## src/rtl/instr_fetch.sv

```systemverilog
// Instruction fetch stage: holds the PC, fetches words over a ready handshake,
// latches them into the instruction register and steps the PC on completion.
//
// state | meaning
// IDLE  | one quiet cycle after reset before the first request
// FETCH | imem_req high, waiting for imem_ready to capture the word
// ISSUE | instr valid for the datapath, waiting for advance
// FAULT | misaligned target seen, parked until reset
module instr_fetch #(
    parameter logic [31:0] RESET_PC = 32'h0000_0000
) (
    input  logic        clk,
    input  logic        rst_n,
    output logic        imem_req,
    output logic [31:0] imem_addr,
    input  logic        imem_ready,
    input  logic [31:0] imem_rdata,
    output logic [31:0] instr,
    output logic [6:0]  opcode,
    output logic        instr_valid,
    output logic [31:0] pc,
    input  logic        advance,
    input  logic        branch_taken,
    input  logic [31:0] branch_offset,
    output logic        fetch_fault,
    output logic [31:0] retired
);

    localparam logic [31:0] NOP = 32'h0000_0013;

    typedef enum logic [1:0] {
        IDLE  = 2'd0,
        FETCH = 2'd1,
        ISSUE = 2'd2,
        FAULT = 2'd3
    } state_t;

    state_t      state, state_next;
    logic [31:0] pc_q;
    logic [31:0] instr_q;
    logic [31:0] retired_q;
    logic [31:0] target;
    logic        target_ok;

    // Candidate next PC; both sums wrap naturally at 32 bits.
    always_comb begin
        target    = branch_taken ? (pc_q + branch_offset) : (pc_q + 32'd4);
        target_ok = (target[1:0] == 2'b00);
    end

    // Next-state decode.
    always_comb begin
        state_next = state;
        case (state)
            IDLE:    state_next = FETCH;
            FETCH:   if (imem_ready) state_next = ISSUE;
            ISSUE:   if (advance) state_next = target_ok ? FETCH : FAULT;
            FAULT:   state_next = FAULT;
            default: state_next = IDLE;
        endcase
    end

    // State register.
    always_ff @(posedge clk or negedge rst_n) begin
        if (!rst_n) state <= IDLE;
        else        state <= state_next;
    end

    // PC, instruction register and retire counter.
    always_ff @(posedge clk or negedge rst_n) begin
        if (!rst_n) begin
            pc_q      <= RESET_PC;
            instr_q   <= NOP;
            retired_q <= 32'd0;
        end else begin
            case (state)
                FETCH: begin
                    if (imem_ready) instr_q <= imem_rdata;
                end
                ISSUE: begin
                    if (advance) begin
                        // The instruction completes even when its successor faults.
                        retired_q <= retired_q + 32'd1;
                        if (target_ok) pc_q <= target;
                    end
                end
                default: ;
            endcase
        end
    end

    // Handshake and status outputs come from the registered state only.
    always_comb begin
        imem_req    = (state == FETCH);
        instr_valid = (state == ISSUE);
        fetch_fault = (state == FAULT);
        imem_addr   = pc_q;
        pc          = pc_q;
        instr       = instr_q;
        opcode      = instr_q[6:0];
        retired     = retired_q;
    end

endmodule

```

## config.mk

```make
export PLATFORM = sky130hd
export DESIGN_NAME = instr_fetch
export DESIGN_NICKNAME = d
export VERILOG_FILES = /design/src/rtl/instr_fetch.sv
export SDC_FILE = /design/constraint.sdc
export NUM_CORES = 1
export LEC_CHECK = 0
export CAP_MARGIN = 20
export CORE_ASPECT_RATIO = 0.9
export CORE_UTILIZATION = 30
export CTS_BUF_LIST = sky130_fd_sc_hd__clkbuf_16
export CTS_CLUSTER_DIAMETER = 50
export DETAILED_ROUTE_END_ITERATION = 10
export SYNTH_ARGS = -nofsm -noshare
export SYNTH_HDL_FRONTEND = slang
export SYNTH_SLANG_ARGS = --single-unit
```

## constraint.sdc

```tcl
create_clock -name clk -period 3.05 [get_ports clk]
set_input_delay 0.4575 -clock clk [delete_from_list [all_inputs] [get_ports clk]]
set_output_delay 0.4575 -clock clk [all_outputs]
set_load 0.01 [all_outputs]
```

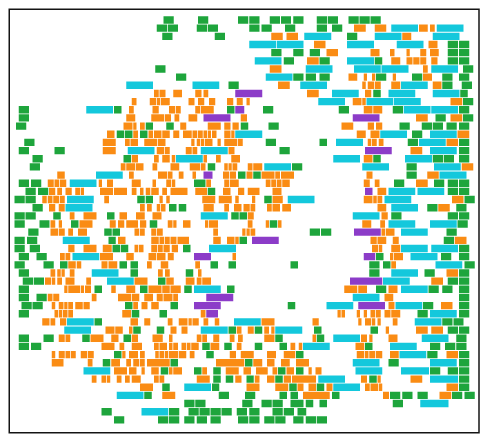
Fig. 1. Placed cells, one color a class (run 1).
Scale: 3 px per um.
- orange: remaining logic cells (cells 516; share of their area 39%)
- purple: clock drivers and dummy loads (cells 16; share of their area 3.5%)
- green: remaining buffers and delay cells (cells 305; share of their area 31%)
- cyan: registers (cells 98; share of their area 27%)

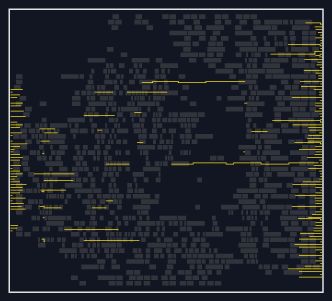
Fig. 2. Signal wires on met3 (run 1).
Scale: 2 px per um.
- wire length on this layer: 1040 um
- main direction: horizontal
- share of all routed wire: 5.4%
- nets with wire on the layer: 156

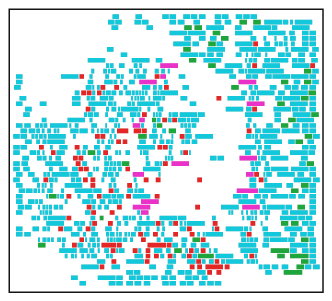
Fig. 3. Drive-strength map (run 1).
Scale: 2 px per um.
- magenta: x6 and larger (cells 16; share 1.7%)
- green: x2 (cells 47; share 5.0%)
- red: x3 and x4 (cells 105; share 11%)
- cyan: x1 and smaller (cells 767; share 82%)
worst-case setup margin in the final layout: 0.0145 ns
final std cell area, no fill: 0.00954 sq mm
number of buffers other than clock buffers in the final layout: 305
area added between synthesis and finish: 48.8%

==> flow_summary.toml, run 1 <==
# yosys + openroad results
[placed_design]
dpl.hpwl_mm = 14.9
post_place_setup_slack_ns = -0.510
placed_cell_area_sq_mm = 0.00915

[critical_path]
worstSetupPathDepth = 11
r2r-end = "imem_addr[30]$_DFFE_PN0P_"
critPathKind = "flip-flop to flip-flop"
path_cells = "ha_4 -> fa_2 -> a21o_1 -> a221oi_4 -> o31ai_4 -> a221o_1 -> a311o_2 -> a21oi_4 -> or4_4 -> a211oi_2 -> a311o_1"

[layout]
fillerInstances = 2043
multi_input_comb_area_sq_mm = 0.00357
layout.area.seq_sq_mm = 0.00246
final_layout_size_suffix_gt1_frac = 0.180
largest_class = "logic gates"
post-route-util = 0.457

[routing]
initial_drt_markers = 301
finalWirelength_mm = 19.1

[outcome]
status = "finished clean"

[sta]
clock.fmax_mhz = 329

[synth]
mux_share = 0.0697
ys_types = 59
synth.net_count = 780
yosys-top-cells-area = "dfrtp_1, mux2_2, ha_1"
post-synth-top-count-cell = "dfrtp_1"

[power]
top_power_group = "registers"
power_density_mw_per_mm2 = 467

[grt]
grt_first_pass_wirelength_mm = 30.4
grt_max_degree = 38
met2_usage = 0.283
grt_antenna_before_repair = 0
first_global_vias = 5885

[clock_tree]
postCtsSetupBuffers = 3
tritoncts.num_buffers = 9

[floorplanning]
nWellTaps = 286
==> run 1 -> run 2 <==
--- a/config.mk
+++ b/config.mk
@@ -11,6 +11,7 @@
 export CTS_BUF_LIST = sky130_fd_sc_hd__clkbuf_16
 export CTS_CLUSTER_DIAMETER = 50
 export DETAILED_ROUTE_END_ITERATION = 10
+export SLEW_MARGIN = 10
 export SYNTH_ARGS = -nofsm -noshare
 export SYNTH_HDL_FRONTEND = slang
 export SYNTH_SLANG_ARGS = --single-unit
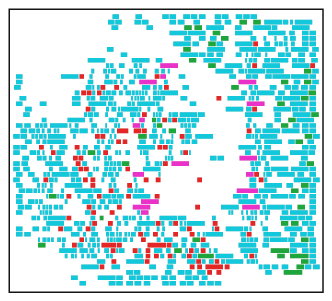
Fig. 4. Drive-strength map (run 2).
Scale: 2 px per um.
- cyan: x1 and smaller (cells 767; share 82%)
- green: x2 (cells 47; share 5.0%)
- red: x3 and x4 (cells 105; share 11%)
- magenta: x6 and larger (cells 16; share 1.7%)

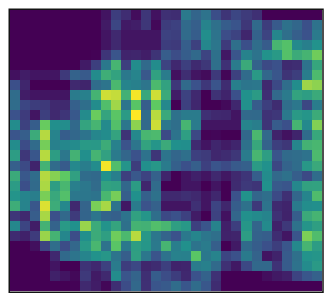
Fig. 5. Routed metal per tile (run 2).
Scale: 2 px per um. The die is cut into 31 by 28 equal tiles; dark purple is low, yellow is high, scaled to the fullest tile. Values are wire area over tile area, all layers added.
- mean over tiles: 0.14
- emptiest ninth of the die: top left
- fullest tile: 0.45
- nearly empty tiles: 14%
- tiles over half the peak: 19%

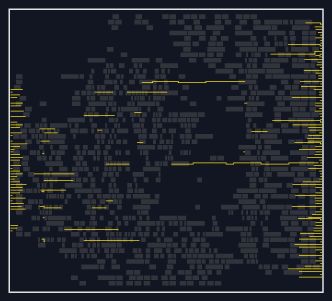
Fig. 6. Signal wires on met3 (run 2).
Scale: 2 px per um.
- share of all routed wire: 5.4%
- wire length on this layer: 1040 um

==> run 2 against run 1 <==
  * Routed wire length is the same
  * Area after synthesis unchanged
  * Clock power hardly changed
  * Total power unchanged
  * Sequential power about the same
  * Synthesized cell count is the same
  * Highest routed layer unchanged
==> flow_summary.toml, run 2 <==
# yosys + openroad results
[sta]
setup_repair_after_global_routing_missed_its_margin = "true"
clock_skew_ns = 0.0129
final_critical_path_setup_slack_ns = 0.0145
clock.fmax_mhz = 329

[synth]
mux_share = 0.0697
post-synth-top-count-cell = "dfrtp_1"
seq_area_frac_synth = 0.383
synth.net_count = 780
yosys-top-cells-area = "dfrtp_1, mux2_2, ha_1"
netlist_area_sq_mm = 0.00641

[critical_path]
worstSetupPathDepth = 11
crit_path_max_fanout = 2
path_cells = "ha_4 -> fa_2 -> a21o_1 -> a221oi_4 -> o31ai_4 -> a221o_1 -> a311o_2 -> a21oi_4 -> or4_4 -> a211oi_2 -> a311o_1"
critPathKind = "flip-flop to flip-flop"
cp.required_ns = 3.29
critical-path-slowest-cell = "a311o_2"
worst_setup_path_end_kind = "flip-flop"

[placed_design]
post_place_setup_slack_ns = -0.510
dpl.hpwl_mm = 14.9
placed_cell_area_sq_mm = 0.00915

[layout]
final_layout_size_suffix_gt1_frac = 0.180
layout.area.seq_sq_mm = 0.00246
final_cell_area_sq_mm = 0.00954
fillerInstances = 2043
largest_class = "logic gates"
layout.clock.cell_area_share = 0.0334
syn2layout_area_growth_pct = 48.8
post-route-util = 0.457
buffers = 305

[routing]
initial_drt_markers = 301
finalWirelength_mm = 19.1

[grt]
grt_first_pass_wirelength_mm = 30.4
grt_max_degree = 38
first_global_vias = 5885
grt_antenna_before_repair = 0

[clock_tree]
tritoncts.num_buffers = 9
hold_buffers = 0
postCtsSetupBuffers = 3
cts_sink_count = 98

[power]
top_power_group = "registers"
seq_cell_power_w = 0.00171
power_density_mw_per_mm2 = 467
p_clk_w = 0.00125

[floorplanning]
nWellTaps = 286
fp-row-count = 50

[outcome]
status = "finished clean"
Power is estimated from default activity; no workload was simulated.
